File: src/rtl/lcd_pkg.sv
// Shared constants, state encodings and the letter-code to ASCII helper for the LCD text writer.
package lcd_pkg;

    localparam logic [7:0] CMD_FUNC_SET   = 8'h38;
    localparam logic [7:0] CMD_DISP_ON    = 8'h0C;
    localparam logic [7:0] CMD_DISP_BLINK = 8'h0F;
    localparam logic [7:0] CMD_CLEAR      = 8'h01;
    localparam logic [7:0] CMD_ENTRY      = 8'h06;
    localparam logic [7:0] CMD_LINE1      = 8'h80;
    localparam logic [7:0] CMD_CURSOR_END = 8'h88;

    localparam logic [4:0] CODE_SPACE  = 5'd31;
    localparam logic [7:0] ASCII_A     = 8'h41;
    localparam logic [7:0] ASCII_SPACE = 8'h20;
    localparam logic [7:0] ASCII_UNK   = 8'h3F;

    typedef enum logic [2:0] {
        ST_PWRUP,
        ST_INIT,
        ST_LATCH,
        ST_ADDR,
        ST_CHAR,
        ST_CURSOR,
        ST_IDLE
    } lcd_state_e;

    typedef enum logic [2:0] {
        TX_IDLE,
        TX_SETUP,
        TX_STROBE,
        TX_WAIT,
        TX_DONE
    } txn_state_e;

    function automatic logic [7:0] code_to_ascii(input logic [4:0] code);
        if (code <= 5'd25) begin
            return ASCII_A + {3'b000, code};
        end else if (code == CODE_SPACE) begin
            return ASCII_SPACE;
        end else begin
            return ASCII_UNK;
        end
    endfunction

    function automatic int max_of4(input int a, input int b, input int c, input int d);
        int m;
        m = a;
        if (b > m) m = b;
        if (c > m) m = c;
        if (d > m) m = d;
        return m;
    endfunction

endpackage

File: src/rtl/lcd_bus_txn.sv
// One HD44780 write transaction: setup, enable strobe, then post-strobe wait, ending in a done pulse.
module lcd_bus_txn
    import lcd_pkg::*;
#(
    parameter int EN_PULSE_CYC   = 25,
    parameter int CMD_WAIT_CYC   = 2500,
    parameter int CLEAR_WAIT_CYC = 100000,
    parameter int CNT_W          = 17
) (
    input  logic       clk_i,
    input  logic       rst_ni,
    input  logic       start_i,
    input  logic       rs_i,
    input  logic [7:0] data_i,
    input  logic       long_i,
    output logic       rs_o,
    output logic [7:0] data_o,
    output logic       en_o,
    output logic       done_o
);

    localparam logic [CNT_W-1:0] PULSE_LAST = CNT_W'(EN_PULSE_CYC - 1);
    localparam logic [CNT_W-1:0] CMD_LAST   = CNT_W'(CMD_WAIT_CYC - 1);
    localparam logic [CNT_W-1:0] CLEAR_LAST = CNT_W'(CLEAR_WAIT_CYC - 1);

    txn_state_e       state_q, state_d;
    logic [CNT_W-1:0] cnt_q, cnt_d;
    logic [CNT_W-1:0] cnt_inc;
    logic [CNT_W-1:0] wait_last;
    logic             rs_q, rs_d;
    logic [7:0]       data_q, data_d;
    logic             long_q, long_d;
    logic             en_q, en_d;

    always_ff @(posedge clk_i or negedge rst_ni) begin
        if (!rst_ni) begin
            state_q <= TX_IDLE;
            cnt_q   <= '0;
            rs_q    <= 1'b0;
            data_q  <= 8'h00;
            long_q  <= 1'b0;
            en_q    <= 1'b0;
        end else begin
            state_q <= state_d;
            cnt_q   <= cnt_d;
            rs_q    <= rs_d;
            data_q  <= data_d;
            long_q  <= long_d;
            en_q    <= en_d;
        end
    end

    // RS/DATA are captured only on an accepted start, so the bus is frozen until done.
    always_comb begin
        state_d   = state_q;
        cnt_d     = cnt_q;
        rs_d      = rs_q;
        data_d    = data_q;
        long_d    = long_q;
        cnt_inc   = (cnt_q == '1) ? cnt_q : cnt_q + 1'b1;
        wait_last = long_q ? CLEAR_LAST : CMD_LAST;

        case (state_q)
            TX_IDLE: begin
                if (start_i) begin
                    rs_d    = rs_i;
                    data_d  = data_i;
                    long_d  = long_i;
                    cnt_d   = '0;
                    state_d = TX_SETUP;
                end
            end
            TX_SETUP: begin
                if (cnt_q == PULSE_LAST) begin
                    cnt_d   = '0;
                    state_d = TX_STROBE;
                end else begin
                    cnt_d = cnt_inc;
                end
            end
            TX_STROBE: begin
                if (cnt_q == PULSE_LAST) begin
                    cnt_d   = '0;
                    state_d = TX_WAIT;
                end else begin
                    cnt_d = cnt_inc;
                end
            end
            TX_WAIT: begin
                if (cnt_q == wait_last) begin
                    cnt_d   = '0;
                    state_d = TX_DONE;
                end else begin
                    cnt_d = cnt_inc;
                end
            end
            TX_DONE: begin
                state_d = TX_IDLE;
            end
            default: begin
                state_d = TX_IDLE;
            end
        endcase

        en_d = (state_d == TX_STROBE);
    end

    assign rs_o   = rs_q;
    assign data_o = data_q;
    assign en_o   = en_q;
    assign done_o = (state_q == TX_DONE);

endmodule

File: src/rtl/lcd_text_writer.sv
// Drives a 16x2 HD44780 LCD from the 8-slot Morse display buffer, rewriting line 1 on every change.
// Optional macro LCD_CURSOR_BLINK_EN: blinking cursor, parked after slot 7 at the end of each frame.
module lcd_text_writer
    import lcd_pkg::*;
#(
    parameter int POWERUP_WAIT_CYC = 750000,
    parameter int EN_PULSE_CYC     = 25,
    parameter int CMD_WAIT_CYC     = 2500,
    parameter int CLEAR_WAIT_CYC   = 100000
) (
    input  logic        iCLK,
    input  logic        iRST_N,
    input  logic [39:0] iDisplayData,
    output logic [7:0]  oLCD_DATA,
    output logic        oLCD_RS,
    output logic        oLCD_RW,
    output logic        oLCD_EN,
    output logic        oLCD_ON,
    output logic        oReady
);

    localparam int CNT_MAX = max_of4(POWERUP_WAIT_CYC, EN_PULSE_CYC, CMD_WAIT_CYC, CLEAR_WAIT_CYC);
    localparam int CNT_W   = $clog2(CNT_MAX + 1);
    localparam logic [CNT_W-1:0] PWR_LAST = CNT_W'(POWERUP_WAIT_CYC - 1);

`ifdef LCD_CURSOR_BLINK_EN
    localparam logic [7:0] DISP_CTRL = CMD_DISP_BLINK;
`else
    localparam logic [7:0] DISP_CTRL = CMD_DISP_ON;
`endif

    lcd_state_e       state_q, state_d;
    logic [CNT_W-1:0] pwr_cnt_q, pwr_cnt_d;
    logic [2:0]       idx_q, idx_d;
    logic             pending_q, pending_d;
    logic [39:0]      snap_q, snap_d;
    logic [39:0]      shadow_q, shadow_d;

    logic             txn_start;
    logic             txn_rs;
    logic [7:0]       txn_data;
    logic             txn_long;
    logic             txn_done;
    logic             issue;
    logic [4:0]       slot_code;
    logic [7:0]       init_byte;

    always_ff @(posedge iCLK or negedge iRST_N) begin
        if (!iRST_N) begin
            state_q   <= ST_PWRUP;
            pwr_cnt_q <= '0;
            idx_q     <= 3'd0;
            pending_q <= 1'b0;
            snap_q    <= 40'hFF_FFFF_FFFF;
            shadow_q  <= 40'hFF_FFFF_FFFF;
        end else begin
            state_q   <= state_d;
            pwr_cnt_q <= pwr_cnt_d;
            idx_q     <= idx_d;
            pending_q <= pending_d;
            snap_q    <= snap_d;
            shadow_q  <= shadow_d;
        end
    end

    always_comb begin
        slot_code = snap_q[39 -: 5];
        for (int k = 0; k < 8; k++) begin
            if (idx_q == 3'(k)) begin
                slot_code = snap_q[39 - 5*k -: 5];
            end
        end
    end

    always_comb begin
        case (idx_q[1:0])
            2'd0:    init_byte = CMD_FUNC_SET;
            2'd1:    init_byte = DISP_CTRL;
            2'd2:    init_byte = CMD_CLEAR;
            default: init_byte = CMD_ENTRY;
        endcase
    end

    // Each bus-driving state launches one transaction, then advances on its done pulse.
    always_comb begin
        state_d   = state_q;
        pwr_cnt_d = pwr_cnt_q;
        idx_d     = idx_q;
        pending_d = pending_q;
        snap_d    = snap_q;
        shadow_d  = shadow_q;
        txn_start = 1'b0;
        txn_rs    = 1'b0;
        txn_data  = 8'h00;
        txn_long  = 1'b0;
        issue     = 1'b0;

        case (state_q)
            ST_PWRUP: begin
                if (pwr_cnt_q == PWR_LAST) begin
                    pwr_cnt_d = '0;
                    idx_d     = 3'd0;
                    state_d   = ST_INIT;
                end else if (pwr_cnt_q != '1) begin
                    pwr_cnt_d = pwr_cnt_q + 1'b1;
                end
            end
            ST_INIT: begin
                issue    = 1'b1;
                txn_data = init_byte;
                txn_long = (idx_q == 3'd2);
                if (txn_done) begin
                    if (idx_q == 3'd3) begin
                        idx_d   = 3'd0;
                        state_d = ST_LATCH;
                    end else begin
                        idx_d = idx_q + 3'd1;
                    end
                end
            end
            ST_LATCH: begin
                snap_d  = iDisplayData;
                state_d = ST_ADDR;
            end
            ST_ADDR: begin
                issue    = 1'b1;
                txn_data = CMD_LINE1;
                if (txn_done) begin
                    idx_d   = 3'd0;
                    state_d = ST_CHAR;
                end
            end
            ST_CHAR: begin
                issue    = 1'b1;
                txn_rs   = 1'b1;
                txn_data = code_to_ascii(slot_code);
                if (txn_done) begin
                    if (idx_q == 3'd7) begin
                        idx_d = 3'd0;
`ifdef LCD_CURSOR_BLINK_EN
                        state_d = ST_CURSOR;
`else
                        shadow_d = snap_q;
                        state_d  = ST_IDLE;
`endif
                    end else begin
                        idx_d = idx_q + 3'd1;
                    end
                end
            end
            ST_CURSOR: begin
                issue    = 1'b1;
                txn_data = CMD_CURSOR_END;
                if (txn_done) begin
                    shadow_d = snap_q;
                    state_d  = ST_IDLE;
                end
            end
            ST_IDLE: begin
                if (iDisplayData != shadow_q) begin
                    state_d = ST_LATCH;
                end
            end
            default: begin
                state_d = ST_PWRUP;
            end
        endcase

        if (issue) begin
            txn_start = !pending_q;
            if (!pending_q) begin
                pending_d = 1'b1;
            end
            if (txn_done) begin
                pending_d = 1'b0;
            end
        end
    end

    lcd_bus_txn #(
        .EN_PULSE_CYC   (EN_PULSE_CYC),
        .CMD_WAIT_CYC   (CMD_WAIT_CYC),
        .CLEAR_WAIT_CYC (CLEAR_WAIT_CYC),
        .CNT_W          (CNT_W)
    ) u_txn (
        .clk_i   (iCLK),
        .rst_ni  (iRST_N),
        .start_i (txn_start),
        .rs_i    (txn_rs),
        .data_i  (txn_data),
        .long_i  (txn_long),
        .rs_o    (oLCD_RS),
        .data_o  (oLCD_DATA),
        .en_o    (oLCD_EN),
        .done_o  (txn_done)
    );

    assign oLCD_RW = 1'b0;
    assign oLCD_ON = 1'b1;
    assign oReady  = (state_q == ST_IDLE) && (iDisplayData == shadow_q);

endmodule

File: config.mk
export PLATFORM = sky130hd
export DESIGN_NAME = lcd_text_writer
export DESIGN_NICKNAME = d
export VERILOG_FILES = /design/src/rtl/lcd_pkg.sv /design/src/rtl/lcd_bus_txn.sv /design/src/rtl/lcd_text_writer.sv
export SDC_FILE = /design/constraint.sdc
export NUM_CORES = 1
export LEC_CHECK = 0
export CORE_MARGIN = 2
export CORE_UTILIZATION = 40
export DETAILED_ROUTE_END_ITERATION = 6
export GPL_TIMING_DRIVEN = 1
export SETUP_SLACK_MARGIN = 0.3
export SLEW_MARGIN = 0
export SYNTH_ARGS = -nofsm -noshare
export SYNTH_HDL_FRONTEND = slang
export SYNTH_SLANG_ARGS = --single-unit
File: constraint.sdc
create_clock -name iCLK -period 5.55 [get_ports iCLK]
set_input_delay 1.11 -clock iCLK [delete_from_list [all_inputs] [get_ports iCLK]]
set_output_delay 1.11 -clock iCLK [all_outputs]
set_load 0.01 [all_outputs]
==> results_dict.tcl, run 1 <==
# metrics dict for downstream scripts
set metrics [dict create \
    ys_cells 733 \
    maxCapViolCount 0 \
    seqPwrFrac_pct 46.0 \
    synthTopCellsByArea "dfstp_2, dfrtp_1, mux2_2" \
    hold_viol_final 0 \
    drc 0 \
    hpwl_um 12700 \
    drive_above_1_share_pct 26.4 \
    gp_congestion 0.869 \
    yosysWarnings 0 \
    placementRows 50 \
    fin_skew_ns 0.00874 \
    antenna_left 0 \
    run_status "finished, final reports clean" \
    floorplan.nets 789 \
    vias_per_cell 5.57 \
    p_int_uw 1750 \
    tool_warnings 36 \
    drtPass1Iterations 5 \
    ys_ff 141 \
    fin_cells 1021 \
    edf_count 0 \
    arrival_ns 3.70 \
    grt_pass1_wl_um 29700 \
    synthToLayoutAreaGrowth_pct 16.9 \
    cts_made_buffers 17 \
    power_frac_clock_pct 50.8 \
    clkTransAtPathRegs_ns 0.06 \
    comb_power_share_pct 3.2 \
    wl_per_cell_um 17.7 \
    h-tree-depth 4 \
    fin_crit_sh_pct 86.7 \
    clk_path_buf_depth 2 \
    ios 55 \
    grt_pass1_vias 5705 \
    total_power_uw 2240 \
    io_buffers 52 \
    ys_types 68 \
    cts_resized 0 \
    maxSlewHeadroom_pct 25.4 \
    overflow 0 \
    antenna_found_initial 0 \
    p_sw_share_pct 21.8 \
    dp_slack_ns 0.842 \
    slew_violations 0 \
    post_synth.cell_area_avg_sq_um 10.3 \
    die_w_um 141 \
]
## run 1: power groups by stage
stage / Combinational (uW) / Clock, uW / Sequential, uW
final: 72.0 / 1140 / 1030
after global routing: 79.6 / 1210 / 1030
after CTS: 74.1 / 1160 / 1030
after detailed placement: 73.7 / 0 / 1050
after global placement: 72.6 / 0 / 1050
after floorplan: 11.8 / 0 / 1050
## run 1: worst max-delay path, cell delays in order
cell and delay [ns]:
clkdlybuf4s50_1 0.47, xor2_1 0.17, nor4_1 0.55, nand3_1 0.19
nor4_1 0.57, clkdlybuf4s50_1 0.65
## run 1: routing by layer
layer	GRT usage, %	routed length (um)	share of wire, %
met1	26.4	8670	48
met2	30.0	8490	47
met3	4.04	711	3.9
met4	4.95	156	0.87
met5	0	0	0
## run 1: cells in the mapped netlist, types with 14 or more instances
master,n
clkbuf_1,16
xor2_1,50
a21oi_1,30
nand2b_1,14
dfstp_2,80
inv_1,23
nand2_1,62
nand3_1,26
mux2_2,73
a31oi_1,20
nor2_1,58
nor3_1,16
o21ai_0,43
ha_1,14
dfrtp_1,61
## run 1: kinds of logic after synthesis
logic type / share of synthesized area (%)
simple gates: 16.3
compound gates: 12.1
flops: 48.2
mux: 11.0
xor+xnor: 6.51
buf+inv: 3.39
fa+ha+maj: 2.33
other cells: 0.0997
## run 1: sequential cells by signal, summed over array words and instances (netlist names)
register       cells
u_txn.rs_o         1
u_txn.long_q       1
shadow_q          40
u_txn.data_o       8
snap_q            40
u_txn.cnt_q       20
state_q            3
u_txn.state_q      3
u_txn.en_o         1
pwr_cnt_q         20
idx_q              3
pending_q          1
## run 1: worst paths after layout
check | to | slack (ns) | start | cells after the start
min in group asynchronous | pwr_cnt_q[7]$_DFFE_PN0P_ | 0.81 | iRST_N | 1
worst min register to register | u_txn.rs_o$_DFFE_PN0P_ | 0.47 | u_txn.rs_o$_DFFE_PN0P_ | 2
worst max register to register | u_txn.data_o[3]$_DFFE_PN0P_ | 2.23 | idx_q[2]$_DFFE_PN0P_ | 11
max in group asynchronous | u_txn.cnt_q[4]$_DFFE_PN0P_ | 3.66 | iRST_N | 2
worst max-delay path | oReady | 0.74 | iDisplayData[28] | 6
worst min-delay path | u_txn.rs_o$_DFFE_PN0P_ | 0.47 | u_txn.rs_o$_DFFE_PN0P_ | 2
## run 1: cell usage in the layout (no fill, tap or decap), types with 6 or more instances in the layout
cell	count
clkdlybuf4s50_1	51
nand3_1	26
nor4_1	13
dfstp_2	80
ha_1	14
nor3_1	15
xnor2_1	6
dfrtp_1	61
xor2_1	50
and2_1	6
nand2_1	62
o21ai_0	43
and3_1	10
a21oi_1	30
mux2_2	73
a31oi_1	20
inv_1	23
nor2_1	58
nand4_1	11
nand2b_1	14
o21ai_1	10
clkbuf_16	18
## run 1: layout make-up
cell class / count / area, sq um
fillers: 1722 / 9770
multi-input cells: 536 / 3660
flip-flops and latches: 141 / 3630
repair buffers: 55 / 544
clock buffers: 19 / 454
well taps: 234 / 293
clock inverters: 13 / 139
inverters: 23 / 86.3
run_1/layers.png
Only two layers are drawn.
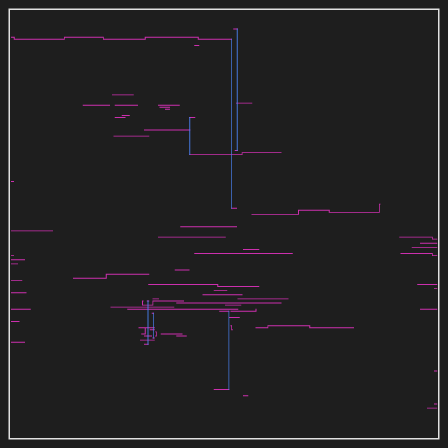
- blue: M4 (wire length 156 um)
- magenta: M3 (wire length 712 um)

run_1/clock_nets.png
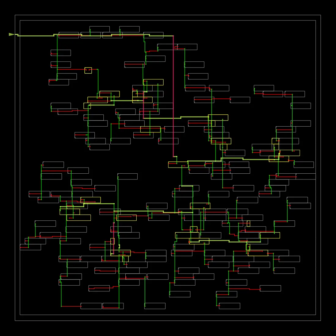
Seq cells: 141
Insertion Delay late pin: 0.42 ns

run_1/m2.png
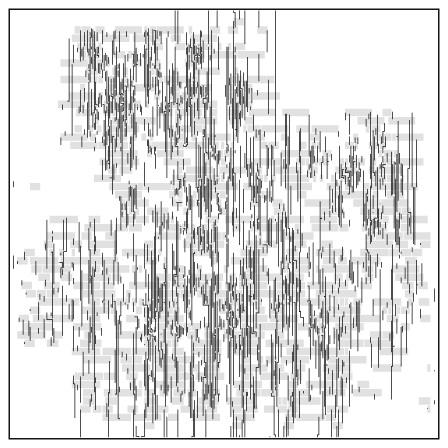
- wire length on this layer: 8490 um
- longest straight run: 47.1 um
- main direction: vertical
Post-Route WL: 18000 um
DR vias: 5683
met2 usage in global routing: 30.0%

run_1/m1.png
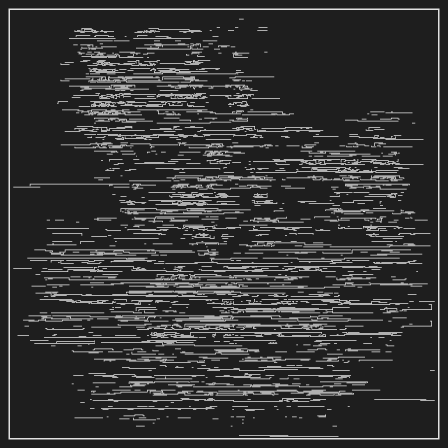
- longest straight run: 43.2 um
- nets with wire on the layer: 770
- wire length on this layer: 8670 um
- main direction: horizontal
GR Util met1: 26.4%

==> run 2: changes to the inputs <==
--- a/config.mk
+++ b/config.mk
@@ -9,8 +9,10 @@
 export CORE_UTILIZATION = 40
 export DETAILED_ROUTE_END_ITERATION = 6
 export GPL_TIMING_DRIVEN = 1
-export SETUP_SLACK_MARGIN = 0.3
+export PLACE_DENSITY_LB_ADDON = 0.3
+export SETUP_SLACK_MARGIN = 0.15
 export SLEW_MARGIN = 0
 export SYNTH_ARGS = -nofsm -noshare
 export SYNTH_HDL_FRONTEND = slang
+export SYNTH_HIERARCHICAL = 1
 export SYNTH_SLANG_ARGS = --single-unit
run_2/m2.png
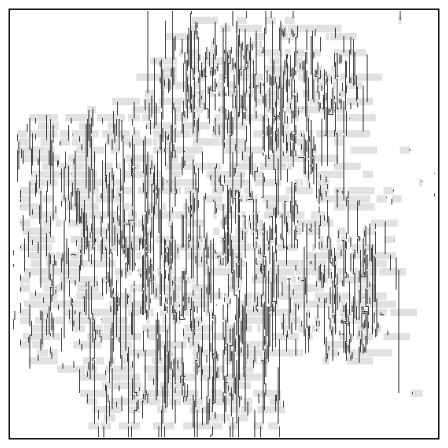
- longest straight run: 55.4 um
- wire length on this layer: 8180 um
- main direction: vertical

run_2/layers.png
Only two layers are drawn.
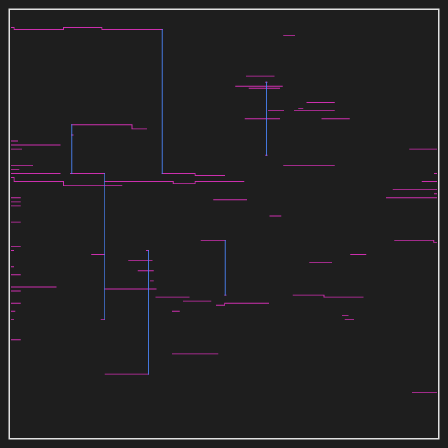
- magenta: M3 (wire length 640 um)
- blue: M4 (wire length 198 um)
DR vias: 5558
GRT Overall Usage: 18.2%

==> run 2 against run 1 <==
  * Clock skew grew 0.0025 ns
  * Count of clock-buffer cells in the layout fell by 2
  * Worst hold slack better by 0.010 ns
  * Sequential power about the same
  * Non-clock buffer count is 2 higher
  * Sequential share of layout area fell by 1.2 points
  * Combinational power increased by 2%
  * Critical path depth is 1 higher
  * Register-to-register slack worse by 0.55 ns
  * Largest cell class unchanged
  * Highest routed layer unchanged
==> results_dict.tcl, run 2 <==
# metrics dict for downstream scripts
set metrics [dict create \
    drtPass1Iterations 5 \
    wl_per_cell_um 16.6 \
    ys_ff 141 \
    tool_warnings 34 \
    cts_resized 0 \
    ys_types 78 \
    comb_power_share_pct 3.3 \
    worst-r2r-cell-count 13 \
    post_synth.cell_area_avg_sq_um 10.7 \
    run_status "finished, final reports clean" \
    hold_path.startpoint "pending_q$_DFFE_PN0N_" \
    biggestRegsByFlops "shadow_q: 40 flops, snap_q: 40 flops" \
    hpwl_um 12100 \
    vias_per_cell 5.32 \
    p_int_uw 1700 \
    fin_crit_sh_pct 79.3 \
    hold_depth 2 \
    seqPwrFrac_pct 46.1 \
    antenna_left 0 \
    grt_pass1_wl_um 29100 \
    drive_above_1_share_pct 29.7 \
    synthToLayoutAreaGrowth_pct 16.5 \
    synthTopCellsByArea "dfstp_2, dfrtp_1, mux2_2" \
    fin_cells 1045 \
    comb_area_sq_um 3880 \
    clkTransAtPathRegs_ns 0.06 \
]
-- run 2: cell types whose count changed in the layout (fill, tap and decap cells not counted), moves of 7 or more --
cell | previous run | this run
xor2_1 | 50 | 5
a211oi_1 | 2 | 10
nand4_1 | 11 | 21
a31oi_1 | 20 | 5
o21ai_1 | 10 | 2
o21ai_0 | 43 | 31
nand2b_1 | 14 | 4
nand2_1 | 62 | 49
xnor2_1 | 6 | 59
nand3b_1 | 1 | 8
mux2_2 | 73 | 88
nor2_1 | 58 | 47
-- run 2: metal layers --
| layer | vias up | GRT usage (%) | part of all wire (%) |
|---|---|---|---|
| met5 | - | 0 | 0 |
| li1 | 2706 | - | - |
| met3 | 16 | 4.93 | 3.7 |
| met4 | 0 | 5.01 | 1.1 |
| met1 | 2737 | 24.7 | 48 |
| met2 | 99 | 28.8 | 47 |
-- run 2: critical path: stages --
cell             delay, ns
clkdlybuf4s50_1       0.44
xnor2_1               0.22
nand4_1               0.16
nor4_1                0.44
nand3_1               0.27
inv_1                 0.12
clkdlybuf4s50_1       0.54
-- run 2: worst max path at each step --
| stage | startpoint | endpoint | slack (ns) | depth (start not counted) |
|---|---|---|---|---|
| global placement | iDisplayData[24] | oReady | 1.08 | 7 |
| detailed placement | iDisplayData[24] | oReady | 1.10 | 7 |
| global route | iDisplayData[9] | oReady | 0.97 | 7 |
| floorplan | idx_q[2]$_DFFE_PN0P_ | u_txn/data_o[3]$_DFFE_PN0P_ | 2.21 | 15 |
| finish | iDisplayData[9] | oReady | 1.15 | 7 |
| CTS | iDisplayData[24] | oReady | 1.10 | 7 |
-- run 2: layout make-up --
type | count | share of cell area (%)
Multi-Input combinational cell | 525 | 42.8
Sequential cell | 141 | 40.0
Timing Repair Buffer | 57 | 6.16
Clock buffer | 17 | 4.69
Tap cell | 265 | 3.65
Clock inverter | 15 | 1.67
Inverter | 25 | 1.03
-- run 2: cells by family (layout without fill, tap and decap cells) --
family                     after synthesis  count (layout)  synth area share, %
xor gates and xnor gates                64              64                 7.19
and+or+nand+nor                        229             229                 15.8
DFF                                    141             141                 46.6
other                                    2               2               0.0964
buffers and inverters                   63             114                 3.74
muxes                                   90              90                 13.0
AOI/OAI and AO/OA                      126             126                 11.3
adders and majority gates               14              14                 2.25
-- run 2: metrics by stage --
stage / instance area (sq um) / setup WS, ns / hold slack, ns / utilization [%] / total power, uW
2_1_floorplan: 7790 / 2.21 / 0.451 / - / 1060
3_3_place_gp: 8500 / 1.08 / 0.465 / 44.1 / 1120
3_5_place_dp: 8500 / 1.10 / 0.472 / 44.1 / 1120
4_1_cts: 9070 / 1.10 / 0.487 / 47.1 / 2270
5_1_grt: 9070 / 0.965 / 0.540 / 47.1 / 2320
6_report: 9070 / 1.15 / 0.483 / 47.1 / 2240
-- run 2: power groups by stage --
stage	Sequential (uW)	Clock (uW)	Combinational (uW)
floorplan	1050	0	15.9
global placement	1050	0	75.9
detailed placement	1050	0	75.4
CTS	1030	1160	76.0
global route	1030	1200	82.4
finish	1030	1130	73.5
==> run 3: changes to the inputs <==
==> constraint.sdc (replaced) <==
create_clock -name iCLK -period 3.8 [get_ports iCLK]
set_input_delay 0.76 -clock iCLK [delete_from_list [all_inputs] [get_ports iCLK]]
set_output_delay 0.76 -clock iCLK [all_outputs]
set_load 0.01 [all_outputs]
run_3/m4.png
Scale bar: 50 um.
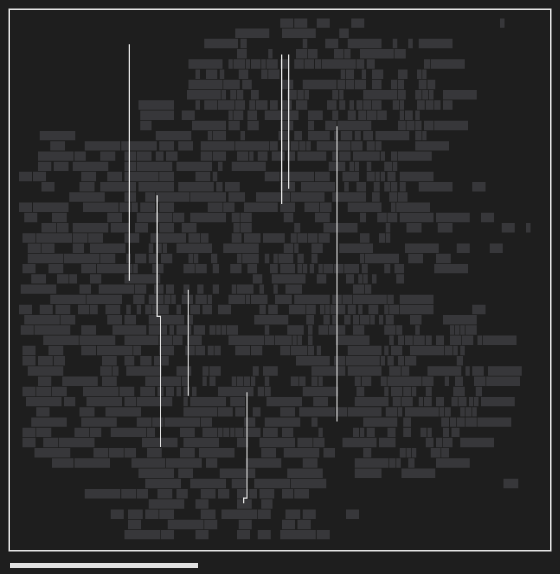
- nets with wire on the layer: 6
- share of all routed wire: 2.0%
- longest straight run: 78.2 um
- wire length on this layer: 341 um
- main direction: vertical

run_3/sizing.png
Scale bar: 50 um.
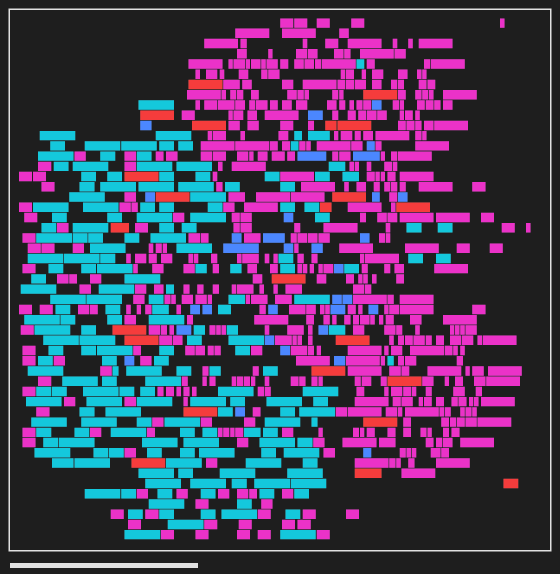
- cyan: x2 (cells 194)
- blue: x3 and x4 (cells 32)
- red: x6 and larger (cells 23)
- magenta: x1 and smaller (cells 544)
Signal buffers: 70
Area Overhead vs Synth: 17.9%
Final Cell Area: 9190 sq um
setup ws final: 0.269 ns

==> run 3 against run 2 <==
  * Count of clock-buffer cells in the layout is 3 higher
  * Clock skew is 0.0058 ns higher
  * Via count is 0.32% higher
  * Highest routed layer unchanged
  * Setup slack worse by 0.88 ns
  * Critical path depth is 1 higher
  * Sequential power is 47% higher
  * Utilization is 0.58 points higher
  * First-iteration DRC count is 7.1% higher
  * Die area stayed put
  * Synthesized cell count stayed put
==> results_dict.tcl, run 3 <==
# metrics dict for downstream scripts
set metrics [dict create \
    drive_above_1_share_pct 31.4 \
    h-tree-depth 4 \
    comb_area_sq_um 3910 \
    hpwl_um 12100 \
    vias 5576 \
    placementRows 51 \
    run_status "finished, final reports clean" \
    fillerInstances 1832 \
    slew_violations 0 \
    insertion_delay_ns 0.43 \
    grt_pass1_vias 5533 \
    grt_usage_pct 17.9 \
    die_w_um 144 \
    cp_cell_sequence "clkdlybuf4s50_1 > xnor2_1 > nand4_1 > nor4_2 > buf_4 > nand3_2 > inv_1 > clkdlybuf4s50_1" \
    drt-total-wl_um 17200 \
    wl_per_cell_um 16.3 \
    floorplan.nets 785 \
    r2r_start "idx_q[0]$_DFFE_PN0P_" \
    maxSlewHeadroom_pct 32.7 \
    biggestRegsByFlops "shadow_q: 40 flops, snap_q: 40 flops" \
    overflow 0 \
    io_buffers 52 \
    tool_warnings 34 \
    gp_congestion 0.839 \
]
## run 3: cells by family after synthesis
logic type / after synthesis / synth area share (%)
compound gates: 126 / 11.3
fa+ha+maj: 14 / 2.25
mux: 90 / 13.0
simple gates: 229 / 15.8
xor+xnor: 64 / 7.19
flops: 141 / 46.6
other cells: 2 / 0.0964
buf+inv: 63 / 3.74
## run 3: per-layer routing
layer	track usage, %	share of wire (%)	vias to the layer above	routed length [um]
met5	0	0	-	0
met4	6.71	2.0	0	341
met3	3.33	3.3	21	560
met2	27.8	47	106	8070
met1	25.0	48	2713	8260
li1	-	-	2736	-
## run 3: worst min-delay path by stage
stage	start	endpoint	slack (ns)	cells after the start
2_1_floorplan	pending_q$_DFFE_PN0N_	pending_q$_DFFE_PN0N_	0.45	2
3_3_place_gp	pending_q$_DFFE_PN0N_	pending_q$_DFFE_PN0N_	0.47	2
3_5_place_dp	pwr_cnt_q[14]$_DFFE_PN0P_	pwr_cnt_q[14]$_DFFE_PN0P_	0.48	1
4_1_cts	iRST_N	pwr_cnt_q[7]$_DFFE_PN0P_	0.41	1
5_1_grt	iRST_N	pwr_cnt_q[5]$_DFFE_PN0P_	0.44	1
6_report	iRST_N	pwr_cnt_q[5]$_DFFE_PN0P_	0.37	1
## run 3: metrics by stage
step / power, uW / hold WS [ns] / util (%) / cell area [sq um]
2_1_floorplan: 1550 / 0.451 / - / 7790
6_report: 3170 / 0.373 / 47.7 / 9190
3_5_place_dp: 1640 / 0.482 / 44.5 / 8580
5_1_grt: 3290 / 0.440 / 47.7 / 9190
3_3_place_gp: 1640 / 0.466 / 44.5 / 8580
4_1_cts: 3230 / 0.408 / 47.4 / 9140
## run 3: final cells by class
cell class / instances / area share, %
repair buffers: 70 / 7.29
well taps: 265 / 3.61
multi-input cells: 525 / 42.6
flip-flops and latches: 141 / 39.5
clock buffers: 20 / 5.09
inverters: 25 / 1.02
clock inverters: 12 / 0.913
## run 3: where the power goes
| part | leakage [uW] | internal, uW | total, uW | switching [uW] |
|---|---|---|---|---|
| Sequential | 0.00162 | 1510 | 1510 | 0 |
| Combinational | 0.00172 | 54.6 | 111 | 56.3 |
| Clock | 0.000273 | 893 | 1550 | 658 |
| Total | 0.00362 | 2450 | 3170 | 714 |
## run 3: timing repair
| item | 4_1_cts | 5_1_grt |
|---|---|---|
| pin swaps | 0 | 3 |
| resized | 1 | 4 |
| setup endpoints to repair | 1 | 2 |
| buffers inserted | 0 | 3 |
No activity file was given, so power comes from the tool's default toggle rates.
